--- src/rtl/stall_pkg.sv ---
// Shared types and constants for the stall sequencer.
// Build option: STALL_CNT_EN enables the stall performance counter.
package stall_pkg;

  typedef enum logic [1:0] {
    ST_RUN = 2'd0,
    ST_HZ  = 2'd1,
    ST_MC  = 2'd2
  } stall_state_e;

  localparam int SRC_HZ  = 0;
  localparam int SRC_MC  = 1;
  localparam int SRC_MEM = 2;
  localparam int SRC_DBG = 3;

  localparam int DEF_HZ_CYCLES  = 1;
  localparam int DEF_MC_TIMEOUT = 32;
  localparam int DEF_TMR_W      = 6;
  localparam int DEF_CNT_W      = 32;

endpackage

--- src/rtl/stall_timer.sv ---
// Shared stall timer: load/decrement for hazards, clear/increment for
// multicycle ops, with zero and match flags.
module stall_timer #(
  parameter int TMR_W = 6
) (
  input  logic             clk,
  input  logic             rst,
  input  logic             ld,
  input  logic [TMR_W-1:0] ld_val,
  input  logic             dec,
  input  logic             inc,
  input  logic             clr,
  input  logic [TMR_W-1:0] match_val,
  output logic             zero,
  output logic             match
);

  logic [TMR_W-1:0] val;

  always_ff @(posedge clk) begin
    if (!rst) begin
      val <= '0;
    end else if (clr) begin
      val <= '0;
    end else if (ld) begin
      val <= ld_val;
    end else if (dec) begin
      val <= val - 1'b1;
    end else if (inc) begin
      val <= val + 1'b1;
    end
  end

  assign zero  = (val == '0);
  assign match = (val == match_val);

endmodule

--- src/rtl/stall_ctrl.sv ---
// Stall sequencer driving the pipeline clock-gater enable.
// Build option: STALL_CNT_EN adds the saturating stall_cnt output.
module stall_ctrl
  import stall_pkg::*;
#(
  parameter int HZ_CYCLES  = DEF_HZ_CYCLES,
  parameter int MC_TIMEOUT = DEF_MC_TIMEOUT,
  parameter int TMR_W      = DEF_TMR_W,
  parameter int CNT_W      = DEF_CNT_W
) (
  input  logic             clk,
  input  logic             rst,
  input  logic             hz_req,
  input  logic             mc_req,
  input  logic             mc_done,
  input  logic             mem_wait,
  input  logic             ext_hold,
  output logic             stallb_en,
  output logic [3:0]       stall_src,
  output logic             timeout_err
`ifdef STALL_CNT_EN
  ,
  output logic [CNT_W-1:0] stall_cnt
`endif
);

  localparam logic [TMR_W-1:0] HZ_LD =
    TMR_W'(HZ_CYCLES - 1);
  localparam logic [TMR_W-1:0] MC_LAST =
    TMR_W'(MC_TIMEOUT - 1);

  stall_state_e state, state_nx;
  logic tmr_ld, tmr_dec, tmr_inc, tmr_clr;
  logic tmr_zero, tmr_match;
  logic to_nx;
  logic [3:0] src_nx;

  stall_timer #(.TMR_W(TMR_W)) u_timer (
    .clk      (clk),
    .rst      (rst),
    .ld       (tmr_ld),
    .ld_val   (HZ_LD),
    .dec      (tmr_dec),
    .inc      (tmr_inc),
    .clr      (tmr_clr),
    .match_val(MC_LAST),
    .zero     (tmr_zero),
    .match    (tmr_match)
  );

  // mc_done wins over a coincident timeout
  always_comb begin
    state_nx = state;
    tmr_ld   = 1'b0;
    tmr_dec  = 1'b0;
    tmr_inc  = 1'b0;
    tmr_clr  = 1'b0;
    to_nx    = 1'b0;
    unique case (state)
      ST_RUN: begin
        if (mc_req) begin
          state_nx = ST_MC;
          tmr_clr  = 1'b1;
        end else if (hz_req) begin
          state_nx = ST_HZ;
          tmr_ld   = 1'b1;
        end
      end
      ST_HZ: begin
        if (tmr_zero) state_nx = ST_RUN;
        else          tmr_dec  = 1'b1;
      end
      ST_MC: begin
        if (mc_done) begin
          state_nx = ST_RUN;
        end else if (tmr_match) begin
          state_nx = ST_RUN;
          to_nx    = 1'b1;
        end else begin
          tmr_inc = 1'b1;
        end
      end
      default: state_nx = ST_RUN;
    endcase
  end

  always_comb begin
    src_nx = '0;
    if (ext_hold)              src_nx[SRC_DBG] = 1'b1;
    else if (mem_wait)         src_nx[SRC_MEM] = 1'b1;
    else if (state_nx == ST_MC) src_nx[SRC_MC] = 1'b1;
    else if (state_nx == ST_HZ) src_nx[SRC_HZ] = 1'b1;
  end

  always_ff @(posedge clk) begin
    if (!rst) begin
      state       <= ST_RUN;
      stallb_en   <= 1'b1;
      stall_src   <= '0;
      timeout_err <= 1'b0;
    end else begin
      state       <= state_nx;
      stallb_en   <= !((state_nx != ST_RUN) ||
                       mem_wait || ext_hold);
      stall_src   <= src_nx;
      timeout_err <= to_nx;
    end
  end

`ifdef STALL_CNT_EN
  always_ff @(posedge clk) begin
    if (!rst) begin
      stall_cnt <= '0;
    end else if (!stallb_en && (stall_cnt != '1)) begin
      stall_cnt <= stall_cnt + 1'b1;
    end
  end
`endif

endmodule

--- config.mk ---
export PLATFORM = sky130hd
export DESIGN_NAME = stall_ctrl
export DESIGN_NICKNAME = d
export VERILOG_FILES = /design/src/rtl/stall_pkg.sv /design/src/rtl/stall_timer.sv /design/src/rtl/stall_ctrl.sv
export SDC_FILE = /design/constraint.sdc
export NUM_CORES = 1
export LEC_CHECK = 0
export ABC_AREA = 1
export CAP_MARGIN = 20
export CORE_UTILIZATION = 45
export DETAILED_ROUTE_END_ITERATION = 10
export GPL_ROUTABILITY_DRIVEN = 0
export PLACE_DENSITY = 0.74
export SKIP_LAST_GASP = 1
export SYNTH_ARGS = -nofsm -noshare
export SYNTH_HDL_FRONTEND = slang
export SYNTH_SLANG_ARGS = --single-unit
--- constraint.sdc ---
create_clock -name clk -period 1.69 [get_ports clk]
set_clock_uncertainty 0.05 [all_clocks]
set_input_delay 0.338 -clock clk [delete_from_list [all_inputs] [get_ports clk]]
set_output_delay 0.338 -clock clk [all_outputs]
set_load 0.05 [all_outputs]
Fig. 1: run 1, metal 1
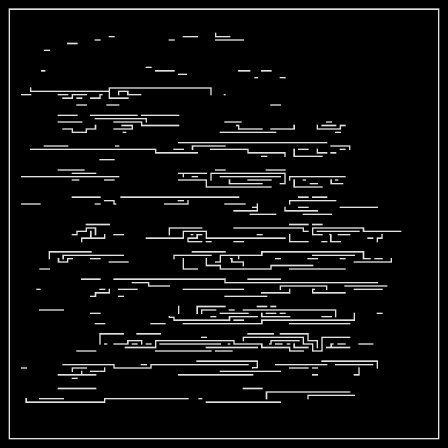
wire length on this layer: 743 um
main direction: horizontal
share of all routed wire: 45%

Fig. 2: run 1, signal wires on met2
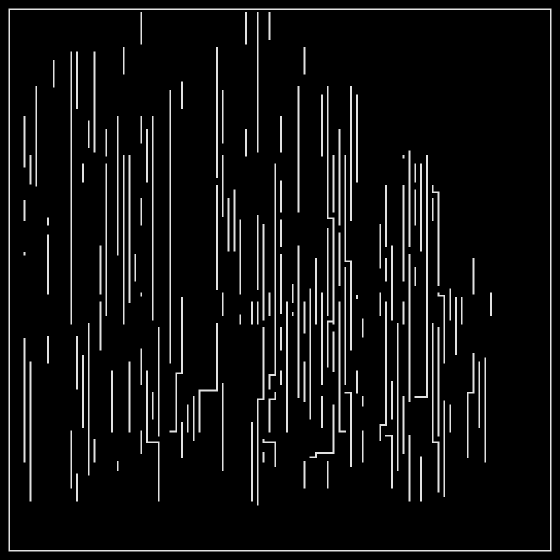
main direction: vertical
nets with wire on the layer: 112
wire length on this layer: 836 um
share of all routed wire: 51%
longest straight run: 21.4 um

==> changes_impl.md, run 1 <==
### Changed

* Post-layout nets at 139
* Synthesized area at 742.0 um^2
* Crit path launch: u_timer.val[2]
* TNS Setup at 0 ns
* Non-Filler Instances at 146
* Worst Max-Slew Pin Slew at 0.2589 ns
* Worst Path Required at 1.81 ns
* Worst Path Max Fanout at 4
* Synth unique cells at 20
* Max Clock Freq at 610.5 MHz
* Yosys warning count at 0
* Syn Nets at 114
* RSZ-0062 raised after global routing: yes
* Top cell by count, worst path: nand2_2
* HPWL after DPL at 1.234 mm
* Met1 Use GR at 22.13%
* First-pass GRT wire length at 2.608 mm
* Global Route met3 Usage at 1.293%
* Largest Register: u_timer.val
* Worst Hold Class: register to register
* Starting DRT DRC Count at 9
* Largest net degree at the start of global routing at 10
* Die Area at 1815 um^2
* DR pass1 iterations at 4
* Met3 wire length at 32 um
* Average vias per placed instance at 5.062
* Status: finished clean
* CTS Root Buffer Type: clkbuf_4
* CTS tree: done
* Max reg flops at 6
* ANT cells at 0
* Worst Path Buf+Inv at 2
* Slowest CP cell: dfxtp_4
* Fin crit share at 96.92%
* Reg2reg start: u_timer.val[2]
* Crit Path Class: register to register
* Min-delay src: u_timer.val[5]
* Clock latency on the worst-skew pair at 0.27 ns
* Drt total wl at 1.644 mm
* CP top delay family: simple AND/OR/NAND/NOR gates
* CP Cell Sequence: nor2_4 > nand3_2 > nand2_4 > nand2_2 > nand2_1 > inv_1 > ha_1 > inv_1 > nand2_2 > nand2_2 > a21oi_1 > nor2_1 > nor2_1
* Tmin final at 1.638 ns
* Cells after Synth at 106
* Slew Viols, Final at 0
* Clock transition at path regs at 0.08 ns
* Die W at 42.61 um
* Power Dens Cells at 718.4 nW/um^2
* Leakage at 0.5140 nW
* Yosys cell count at 106
* # resized after CTS at 0
* Crit path capture type: register
* Maximum clock path buffer count at 2
* Synthesized registers at 14
* Port bufs at 12
* Routed via count at 739
* CTS Sinks at 14
* Startpoint types: register
* Postcts setup bufs at 0
* Synthesis area per yosys at 742.0 um^2
* Dpl cells at 139
* Global Route Usage Sum at 19.07%
* IO Pins at 13
* Grt total ovfl at 0
* Area grow syn2layout at 33.73%
* Die height at 42.61 um
* Syn_area_per_cell at 7.000 um^2
* Residual DRC at 0
* WL met1 at 742 um
* Row cnt at 14
* Synth Seq Share at 37.77%
* Top Registers: u_timer.val x6, stall_src x4, state x2
* Max-Cap Viols at 0
Fig. 3: run 1, M3 wires
Bar = 10 um.
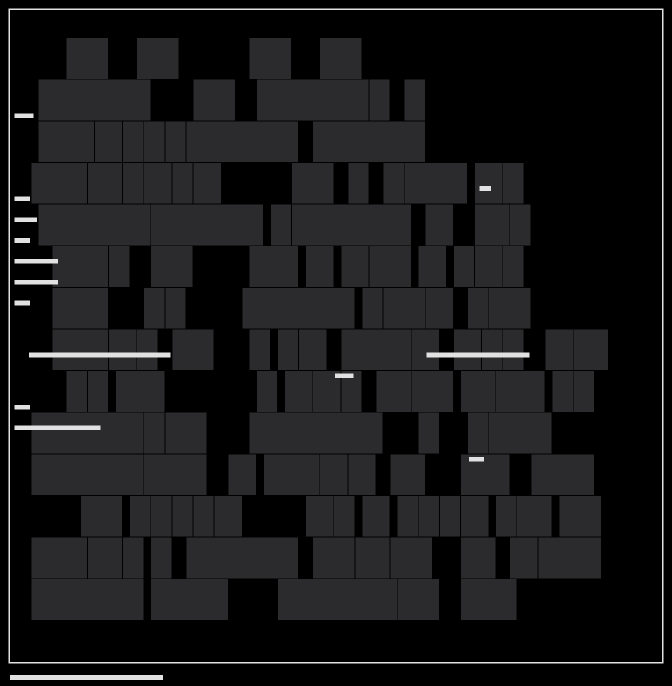
nets with wire on the layer: 12
share of all routed wire: 2.0%
wire length on this layer: 32.4 um
longest straight run: 9.00 um
main direction: horizontal

Fig. 4: run 1, register map, names as in the netlist
Bar = 10 um.
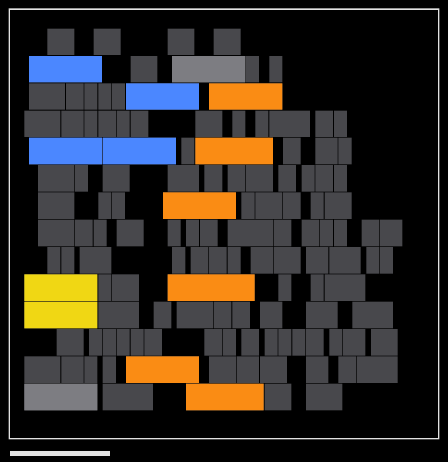
legend:
  orange:
    netlist_name: u_timer.val
    placed_flops: 6
  blue:
    netlist_name: stall_src
    placed_flops: 4
    where: top left
  yellow:
    netlist_name: state
    placed_flops: 2

==> run 1: placed cells by master (no fill, tap or decap) <==
| master | Yosys | routed |
|---|---|---|
| a21oi_1 | 5 | 5 |
| a21oi_2 | 1 | 1 |
| buf_4 | 0 | 14 |
| clkbuf_4 | 0 | 3 |
| clkbuf_8 | 0 | 1 |
| clkdlybuf4s50_1 | 0 | 6 |
| dfxtp_1 | 14 | 11 |
| dfxtp_2 | 0 | 2 |
| dfxtp_4 | 0 | 1 |
| ha_1 | 1 | 1 |
| inv_1 | 19 | 19 |
| nand2_1 | 17 | 15 |
| nand2_2 | 2 | 4 |
| nand2_4 | 3 | 3 |
| nand3_1 | 8 | 7 |
| nand3_2 | 1 | 2 |
| nand4_1 | 2 | 2 |
| nor2_1 | 13 | 10 |
| nor2_2 | 0 | 2 |
| nor2_4 | 1 | 2 |
| nor3_1 | 1 | 1 |
| nor3b_1 | 1 | 1 |
| nor4_1 | 2 | 2 |
| o21ai_0 | 11 | 10 |
| o21ai_1 | 1 | 2 |
| o21ai_2 | 1 | 1 |
| xor2_1 | 2 | 2 |
==> run 1: final timing paths <==
check	cells after the start	endpoint	slack [ns]
worst max-delay path	13	u_timer.val[4]	0.05
worst min register to register	2	u_timer.val[5]	0.43
worst max register to register	13	u_timer.val[4]	0.05
worst min-delay path	2	u_timer.val[5]	0.43
==> run 1: cells in the mapped netlist, drive strengths merged <==
cell type | instances | share of area (%)
nand3 | 9 | 6.7
dfxtp | 14 | 38
a21oi | 6 | 4.6
xor2 | 2 | 2.4
inv | 19 | 9.6
ha | 1 | 1.7
nor4 | 2 | 1.7
nor3b | 1 | 1.0
nor3 | 1 | 0.67
o21ai | 13 | 9.3
nand2 | 22 | 15
nor2 | 14 | 8.1
nand4 | 2 | 1.7
==> run 1: power breakdown <==
part           switching [mW]  total [mW]  internal, mW  leakage [nW]
Sequential            0.00727       0.348         0.341         0.116
Combinational          0.0818       0.135        0.0533         0.377
Clock                  0.0988       0.230         0.131        0.0210
Total                   0.188       0.713         0.525         0.514
==> run 1: final cells by class <==
cell class	instances	area, um^2
sequential	14	286.5
timing repair buffer	20	165.2
clock buffer	4	36.28
inverter	19	71.32
multi-input combinational	73	412.9
fill	138	531.8
tap	16	20.02
==> run 1: stage by stage <==
| stage | hold slack [ns] | utilization (%) | setup slack (ns) |
|---|---|---|---|
| 2_1_floorplan | 0.3641 | - | 0.1271 |
| 3_3_place_gp | 0.4130 | 59.36 | 0.08719 |
| 3_5_place_dp | 0.4098 | 59.36 | 0.01484 |
| 4_1_cts | 0.4221 | 61.74 | 0.007213 |
| 5_1_grt | 0.4582 | 65.11 | -0.07542 |
| 6_report | 0.4276 | 65.11 | 0.05206 |
==> run 1: cells by family (layout without fill, tap and decap cells) <==
group / after synthesis / in the layout / synth area share, %
AND/OR/NAND/NOR: 51 / 51 / 34.74
AND-OR/OR-AND: 19 / 19 / 13.83
buffers and inverters: 19 / 43 / 9.612
flip-flops: 14 / 14 / 37.77
XOR/XNOR: 2 / 2 / 2.361
adder cells (fa/ha/maj): 1 / 1 / 1.686
Fig. 5: run 1, congestion heat map
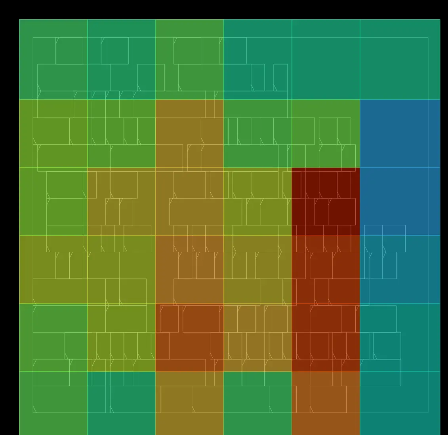

--- run 2 (diff from run 1) ---
--- a/config.mk
+++ b/config.mk
@@ -7,11 +7,14 @@
 export LEC_CHECK = 0
 export ABC_AREA = 1
 export CAP_MARGIN = 20
+export CORE_ASPECT_RATIO = 0.75
 export CORE_UTILIZATION = 45
 export DETAILED_ROUTE_END_ITERATION = 10
 export GPL_ROUTABILITY_DRIVEN = 0
-export PLACE_DENSITY = 0.74
+export PLACE_DENSITY = 0.72
 export SKIP_LAST_GASP = 1
+export SLEW_MARGIN = 20
 export SYNTH_ARGS = -nofsm -noshare
 export SYNTH_HDL_FRONTEND = slang
+export SYNTH_HIERARCHICAL = 1
 export SYNTH_SLANG_ARGS = --single-unit
Fig. 6: run 2, congestion heat map
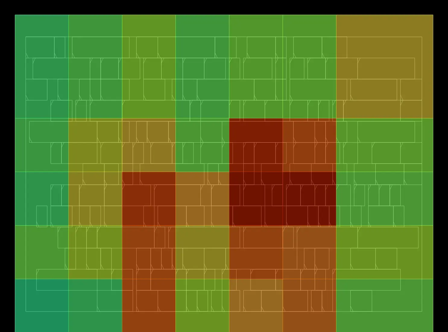
end-of-flow core utilization: 81.77%
met1 Use GR: 34.20%
met2 Use GR: 40.43%

==> changes_impl.md, run 2 <==
### Changed

* Syn_area_per_cell at 6.934 um^2
* Final setup margin at -0.3260 ns
* Port bufs at 12
* Sequential cell area at 294.0 um^2
* Psw at 292.7 uW
* Non-Filler Instances at 209
* CP Depth at 13
* Dpl cells at 195
* Row cnt at 13
* Failing checks: setup timing
* Synthesized registers at 14
* Comb area at 688.2 um^2
* Internal reg-to-reg setup slack at -0.33 ns
* Cell taking the most area after synthesis: dfxtp_1
* Die W at 53.88 um
* Worst Hold Class: register to register
* Average vias per placed instance at 4.742
* Power Internal at 603.5 uW
* Power Dens Cells at 607.0 nW/um^2
* Final setup viols at 6
* Residual DRC at 0
* Yosys warning count at 6
* Die Area at 2204 um^2
* Slew Viols, Final at 0
* CTS Root Buffer Type: clkbuf_4
* FFs w/ async S/R, synth at 0%
* First-pass GRT wire length at 3.753 mm
* Fin crit share at 119.3%
* Worst R2R Path Depth at 13
* Hold depth at 2
* Status: finished with violations
* Yosys top cell area share at 30.85%
* RSZ-0062 raised after global routing: yes
* Worst Path Max Fanout at 6
* Met3 wire length at 154 um
* Cells after Synth at 131
* Die height at 40.91 um
Fig. 7: run 2, M3 wires
Bar = 20 um.
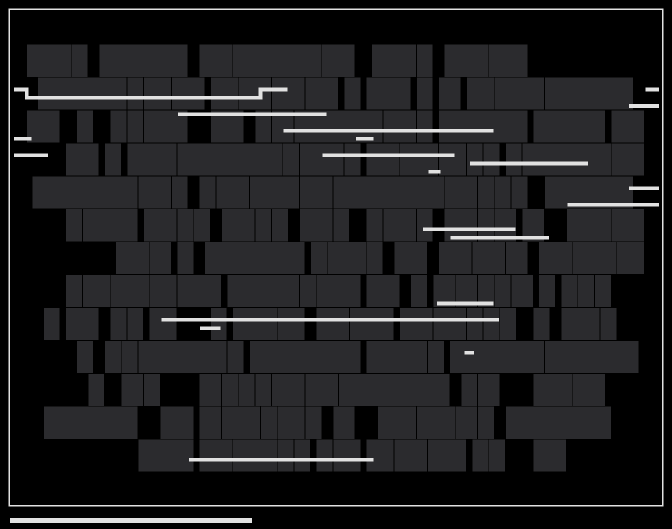
main direction: horizontal
longest straight run: 27.6 um

run 2: cell count changes after synthesis, sizes merged, moves of 3 or more:
cell,before,now
nor2,14,11
xnor2,0,3
inv,19,29
ha,1,4
a21oi,6,10
o21ai,13,4
nand3,9,12
nand2,22,26
run 2: through the flow:
step           hold WS (ns)  util, %  power (mW)  setup WS (ns)
3_5_place_dp         0.4502    68.33      0.5878        -0.3042
6_report             0.4762    81.77      0.8962        -0.3260
3_3_place_gp         0.4469    68.33      0.5836        -0.2402
5_1_grt              0.5081    81.77      0.9407        -0.5270
4_1_cts              0.4655    75.40      0.8545        -0.2508
2_1_floorplan        0.3645        -      0.5011        -0.1517
run 2: power by group through the flow:
stage	Combinational, mW	Sequential, mW	Clock [mW]
CTS	0.240	0.357	0.257
detailed placement	0.220	0.368	0
global route	0.310	0.360	0.270
global placement	0.216	0.367	0
floorplan	0.118	0.383	0
finish	0.285	0.358	0.253
run 2: worst register-to-register path: cells and delay by family, from the launching register on:
family / cells / cell delay, ns
AND/OR/NAND/NOR: 10 / 1.04
buffers and inverters: 1 / 0.10
AND-OR/OR-AND: 1 / 0.14
flip-flops: 1 / 0.36
adder cells (fa/ha/maj): 1 / 0.25
run 2: kinds of logic after synthesis:
family,share of synthesized area [%]
and+or+nand+nor,29.75
buffers and inverters,11.98
AOI/OAI and AO/OA,13.09
DFF,30.85
xor gates and xnor gates,5.786
adders and majority gates,7.714
other,0.8268
run 2: cell type report:
class                   count  share of cell area [%]
clock buffers               4                   2.458
multi-input cells         100                   46.61
flip-flops and latches     14                   19.92
well taps                  22                   1.864
repair buffers             40                   21.61
inverters                  29                   7.542
run 2: final timing paths:
| kind | from | endpoint |
|---|---|---|
| worst min register to register | state[1] | timeout_err |
| worst max-delay path | u_timer/val[2] | u_timer/val[5] |
| worst min-delay path | state[1] | timeout_err |
| worst max register to register | u_timer/val[2] | u_timer/val[5] |
run 2: metal layers:
metal / up-vias / global-route usage, %
li1: 516 / -
met1: 441 / 34.20
met2: 28 / 40.43
met3: 6 / 7.037
met4: 0 / 3.947
met5: - / 0
run 2: repair_timing:
| action | in CTS | in global routing |
|---|---|---|
| pin swaps | 1 | 11 |
| endpoints found under the setup margin | 6 | 9 |
| gates resized | 11 | 21 |
| buffers inserted | 7 | 5 |
Power is estimated from default activity; no workload was simulated.
